$ cat src/rtl/fetch_pkg.sv
`default_nettype none
// ============================================================================
// Module      : fetch_pkg
// Description : Shared types and constants for the instruction fetch stage.
//               c_XLEN      - default data / PC width
//               fetch_entry_t - one buffered instruction with its PC
// Revision    : 1.0 - initial release
// ============================================================================
package fetch_pkg;

  localparam int c_XLEN = 32;

  typedef struct packed {
    logic [c_XLEN-1:0] pc;
    logic [c_XLEN-1:0] insn;
  } fetch_entry_t;

endpackage : fetch_pkg
`default_nettype wire

$ cat src/rtl/fetch_queue.sv
`default_nettype none
// ============================================================================
// Module      : fetch_queue
// Description : Circular FIFO of fetch_entry_t between the imem response and
//               decode. Flush empties it in one cycle and takes priority over
//               push/pop.
// Ports       : clk, rst       - clock, synchronous active-high reset
//               i_flush        - discard all entries
//               i_push         - write i_push_data at tail
//               i_push_data    - entry to write
//               i_pop          - advance head (ignored when empty)
//               o_count        - number of valid entries
//               o_head         - entry at head (undefined when empty)
// Revision    : 1.0 - initial release
// ============================================================================
module fetch_queue
  import fetch_pkg::*;
#(
  parameter int DEPTH = 4,
  localparam int AW   = $clog2(DEPTH),
  localparam int CW   = AW + 1
) (
  input  logic          clk,
  input  logic          rst,
  input  logic          i_flush,
  input  logic          i_push,
  input  fetch_entry_t  i_push_data,
  input  logic          i_pop,
  output logic [CW-1:0] o_count,
  output fetch_entry_t  o_head
);

  fetch_entry_t  r_mem [DEPTH];
  logic [AW-1:0] r_head;
  logic [AW-1:0] r_tail;
  logic [CW-1:0] r_count;

  logic w_do_push;
  logic w_do_pop;

  // The fetch credit rule keeps the queue from ever being full at a push;
  // the full guard only protects against misuse.
  assign w_do_push = i_push && !i_flush && (r_count != CW'(DEPTH));
  assign w_do_pop  = i_pop  && !i_flush && (r_count != '0);

  // Storage carries no reset: entries are only observed when counted valid.
  always_ff @(posedge clk) begin
    if (w_do_push) begin
      r_mem[r_tail] <= i_push_data;
    end
  end

  // Pointers are exactly log2(DEPTH) bits, so increments wrap modulo DEPTH.
  always_ff @(posedge clk) begin
    if (rst || i_flush) begin
      r_head  <= '0;
      r_tail  <= '0;
      r_count <= '0;
    end else begin
      if (w_do_push) begin
        r_tail <= r_tail + AW'(1);
      end
      if (w_do_pop) begin
        r_head <= r_head + AW'(1);
      end
      r_count <= r_count + CW'(w_do_push) - CW'(w_do_pop);
    end
  end

  assign o_count = r_count;
  assign o_head  = r_mem[r_head];

endmodule : fetch_queue
`default_nettype wire

$ cat src/rtl/fetch_unit.sv
`default_nettype none
// ============================================================================
// Module      : fetch_unit
// Description : Instruction fetch stage. Owns the word-indexed PC, issues
//               reads to a 1-cycle-latency instruction memory, buffers the
//               returned instructions with their PCs and hands them to decode
//               over valid/ready. A redirect discards buffered and in-flight
//               instructions and restarts fetch at redirect_pc.
//               XLEN must equal fetch_pkg::c_XLEN (width of fetch_entry_t).
// Ports       : clk, rst          - clock, synchronous active-high reset
//               imem_read_en/addr - read strobe and word address
//               imem_read_data    - instruction, one cycle after the strobe
//               fetch_valid/ready - handshake to decode
//               fetch_insn/pc     - head instruction and PC (0 when empty)
//               redirect_valid/pc - flush and restart fetch
// Revision    : 1.0 - initial release
// ============================================================================
module fetch_unit
  import fetch_pkg::*;
#(
  parameter int              XLEN        = c_XLEN,
  parameter logic [XLEN-1:0] PC_RESET    = '0,
  parameter int              QUEUE_DEPTH = 4
) (
  input  logic            clk,
  input  logic            rst,
  output logic            imem_read_en,
  output logic [XLEN-1:0] imem_read_addr,
  input  logic [XLEN-1:0] imem_read_data,
  output logic            fetch_valid,
  input  logic            fetch_ready,
  output logic [XLEN-1:0] fetch_insn,
  output logic [XLEN-1:0] fetch_pc,
  input  logic            redirect_valid,
  input  logic [XLEN-1:0] redirect_pc
);

  localparam int CW = $clog2(QUEUE_DEPTH) + 1;

  logic [XLEN-1:0] r_pc;
  logic            r_inflight;
  logic [XLEN-1:0] r_inflight_pc;

  logic [CW-1:0]   w_count;
  logic [CW:0]     w_occupancy;
  fetch_entry_t    w_head;
  fetch_entry_t    w_push_data;
  logic            w_credit_ok;
  logic            w_issue;
  logic            w_push;
  logic            w_pop;

  // Credit counts queued entries plus the outstanding read; a pop in the
  // same cycle is deliberately not credited so fetch_ready never reaches
  // imem_read_en combinationally.
  assign w_occupancy = {1'b0, w_count} + (CW+1)'(r_inflight);
  assign w_credit_ok = w_occupancy < (CW+1)'(QUEUE_DEPTH);
  assign w_issue     = !rst && (redirect_valid || w_credit_ok);

  assign imem_read_en   = w_issue;
  assign imem_read_addr = redirect_valid ? redirect_pc : r_pc;

  // A response landing in a redirect cycle belongs to the old stream.
  assign w_push      = r_inflight && !redirect_valid;
  assign w_push_data = '{pc: r_inflight_pc, insn: imem_read_data};

  assign fetch_valid = !rst && (w_count != '0);
  // A handshake in a redirect cycle is void, so the head is not consumed.
  assign w_pop       = fetch_valid && fetch_ready && !redirect_valid;

  assign fetch_insn  = fetch_valid ? w_head.insn : '0;
  assign fetch_pc    = fetch_valid ? w_head.pc   : '0;

  always_ff @(posedge clk) begin
    if (rst) begin
      r_pc          <= PC_RESET;
      r_inflight    <= 1'b0;
      r_inflight_pc <= '0;
    end else if (redirect_valid) begin
      r_pc          <= redirect_pc + XLEN'(1);
      r_inflight    <= 1'b1;
      r_inflight_pc <= redirect_pc;
    end else if (w_issue) begin
      r_pc          <= r_pc + XLEN'(1);
      r_inflight    <= 1'b1;
      r_inflight_pc <= r_pc;
    end else begin
      r_inflight    <= 1'b0;
    end
  end

  fetch_queue #(
    .DEPTH (QUEUE_DEPTH)
  ) u_queue (
    .clk         (clk),
    .rst         (rst),
    .i_flush     (redirect_valid),
    .i_push      (w_push),
    .i_push_data (w_push_data),
    .i_pop       (w_pop),
    .o_count     (w_count),
    .o_head      (w_head)
  );

endmodule : fetch_unit
`default_nettype wire

$ cat config.mk
export PLATFORM = sky130hd
export DESIGN_NAME = fetch_unit
export DESIGN_NICKNAME = d
export VERILOG_FILES = /design/src/rtl/fetch_pkg.sv /design/src/rtl/fetch_queue.sv /design/src/rtl/fetch_unit.sv
export SDC_FILE = /design/constraint.sdc
export NUM_CORES = 1
export LEC_CHECK = 0
export CORE_MARGIN = 5
export CORE_UTILIZATION = 55
export CTS_CLUSTER_DIAMETER = 200
export DETAILED_ROUTE_END_ITERATION = 16
export GPL_TIMING_DRIVEN = 0
export PLACE_DENSITY = 0.79
export SYNTH_ARGS = -nofsm -noshare
export SYNTH_HDL_FRONTEND = slang
export SYNTH_SLANG_ARGS = --single-unit
$ cat constraint.sdc
create_clock -name clk -period 4.24 [get_ports clk]
set_clock_uncertainty 0.15 [all_clocks]
set_input_delay 0.848 -clock clk [delete_from_list [all_inputs] [get_ports clk]]
set_output_delay 0.848 -clock clk [all_outputs]
set_load 0.1 [all_outputs]
clocks.png
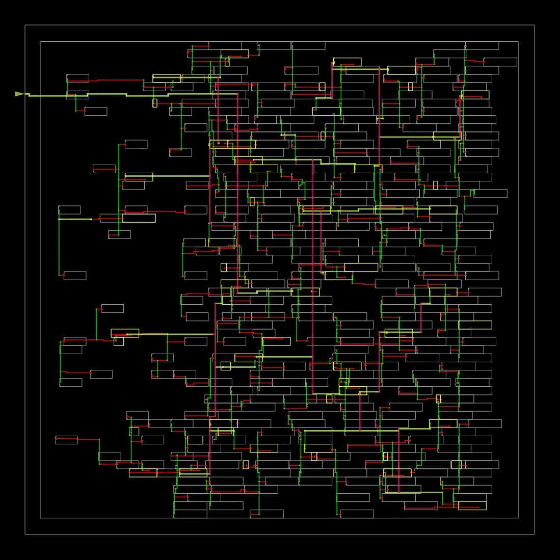
CTS Sinks: 330
Clk. pwr: 2890 uW
CLK BUF: 40

io_fan.png
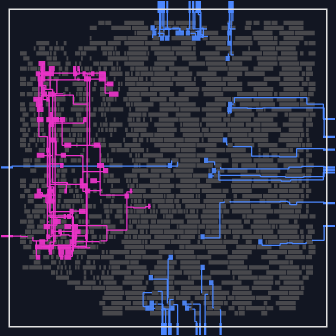
[magenta] redirect_valid | direction: input | end cells: 82 | wire: 1,320 um
[blue] fetch_pc | direction: output | end cells: 32 | wire: 1,080 um
port bufs: 163
I/O pin total: 166

sizes.png
Scale bar: 50 um.
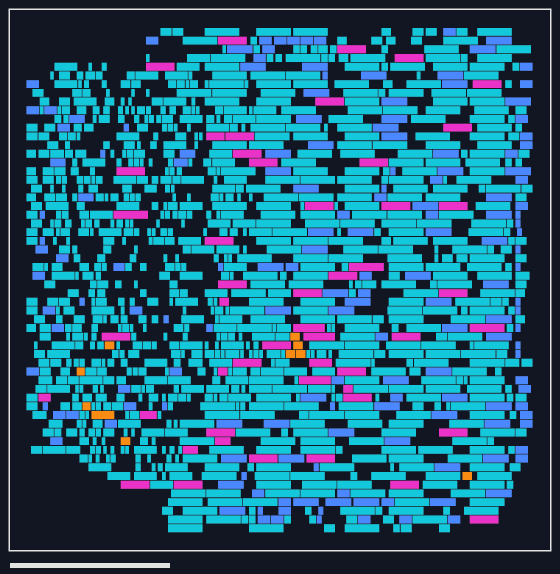
[cyan] _0 and _1 cells | cells: 930 | most used: edfxtp_1
[magenta] _6 and larger | cells: 49 | most used: clkbuf_16
[orange] _3 and _4 cells | cells: 10 | most used: and2_4
[blue] _2 cells | cells: 161 | most used: mux4_2
Finished Cell Area: 17,130 um2
Plain + repair buffers: 220

==> CHANGELOG.md <==
## Implementation

- Reg2reg path depth: 8
- Grt peak-use layer: met2
- Post-placement cell area: ~16,000 um2
- Site Rows: ~58
- Routed wl met2: around 16 mm
- All-Layer GR Usage: between 20% and 30%
- Yosys stat area: 13,850 um2
- CP Buf/Inv Count: 7
- H-Tree Depth: 2
- Asr flop ratio synth: 0%
- Clock Root Buffer: clkbuf_16
- Mapped cell area: 13,850 um2
- CTS Buf Count: 34
- Status: completed
- Dominant kind of combinational cell: multiplexers
- Worst-path cell chain: buf_6 > buf_4 > buf_2 > buf_2 > buf_2 > mux2i_1 > inv_1 > clkdlybuf4s15_2
- Reg-to-reg critical path startpoint: u_queue.o_count[2]
- GP Congestion: approximately 0.9
- Worst-path fanout max: 10
- Worst-path clk slew: ~0.060 ns
- Syn nets: 1,001
- RSZ-0062 raised after global routing: no
wires.png
Scale bar: 50 um.
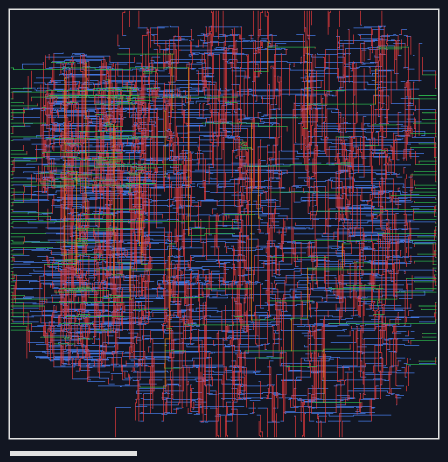
[orange] metal 4 | wire length: 705 um
[blue] metal 1 | wire length: 14,100 um
[green] metal 3 | wire length: 2,630 um
[red] metal 2 | wire length: 15,600 um
DR vias: 8,771
drt total wl: 33.04 mm

flops_by_reg.png
Scale bar: 50 um. Other sequential cells in the stronger gray, the rest of the logic in the fainter gray.
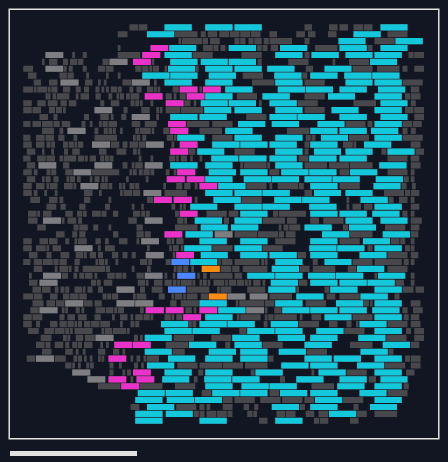
[magenta] r_inflight_pc | placed flops: 32 | where: a vertical strip down the middle
[orange] u_queue.r_tail | placed flops: 2
[blue] u_queue.o_count | placed flops: 3
[cyan] u_queue.r_mem | placed flops: 256
not colored: 37
Core Util, Final: 68.61%
P_seq: 3660 uW

[how the worst max path moves through the flow]
stage	startpoint	endpoint	slack [ns]	depth (start not counted)
after floorplan	redirect_valid	r_pc[22]	0.20	12
after global placement	redirect_valid	u_queue.r_mem[0][13]	-1.28	7
after detailed placement	redirect_valid	imem_read_addr[19]	-0.80	8
after CTS	redirect_valid	imem_read_addr[0]	0.00003	7
after global routing	register	fetch_pc[26]	0.002	5
final	redirect_valid	imem_read_addr[6]	0.05	8
[worst min-delay path, cell delays in order (launching register included)]
cell,delay [ns]
dfxtp_1,0.33
nand2_1,0.06
a21oi_1,0.05
[where the power goes]
part	internal (uW)	switching, uW
logic	237	556
clock network	1710	1190
registers	3590	69.1
total	5530	1810
Power and IR drop assume default switching activity.
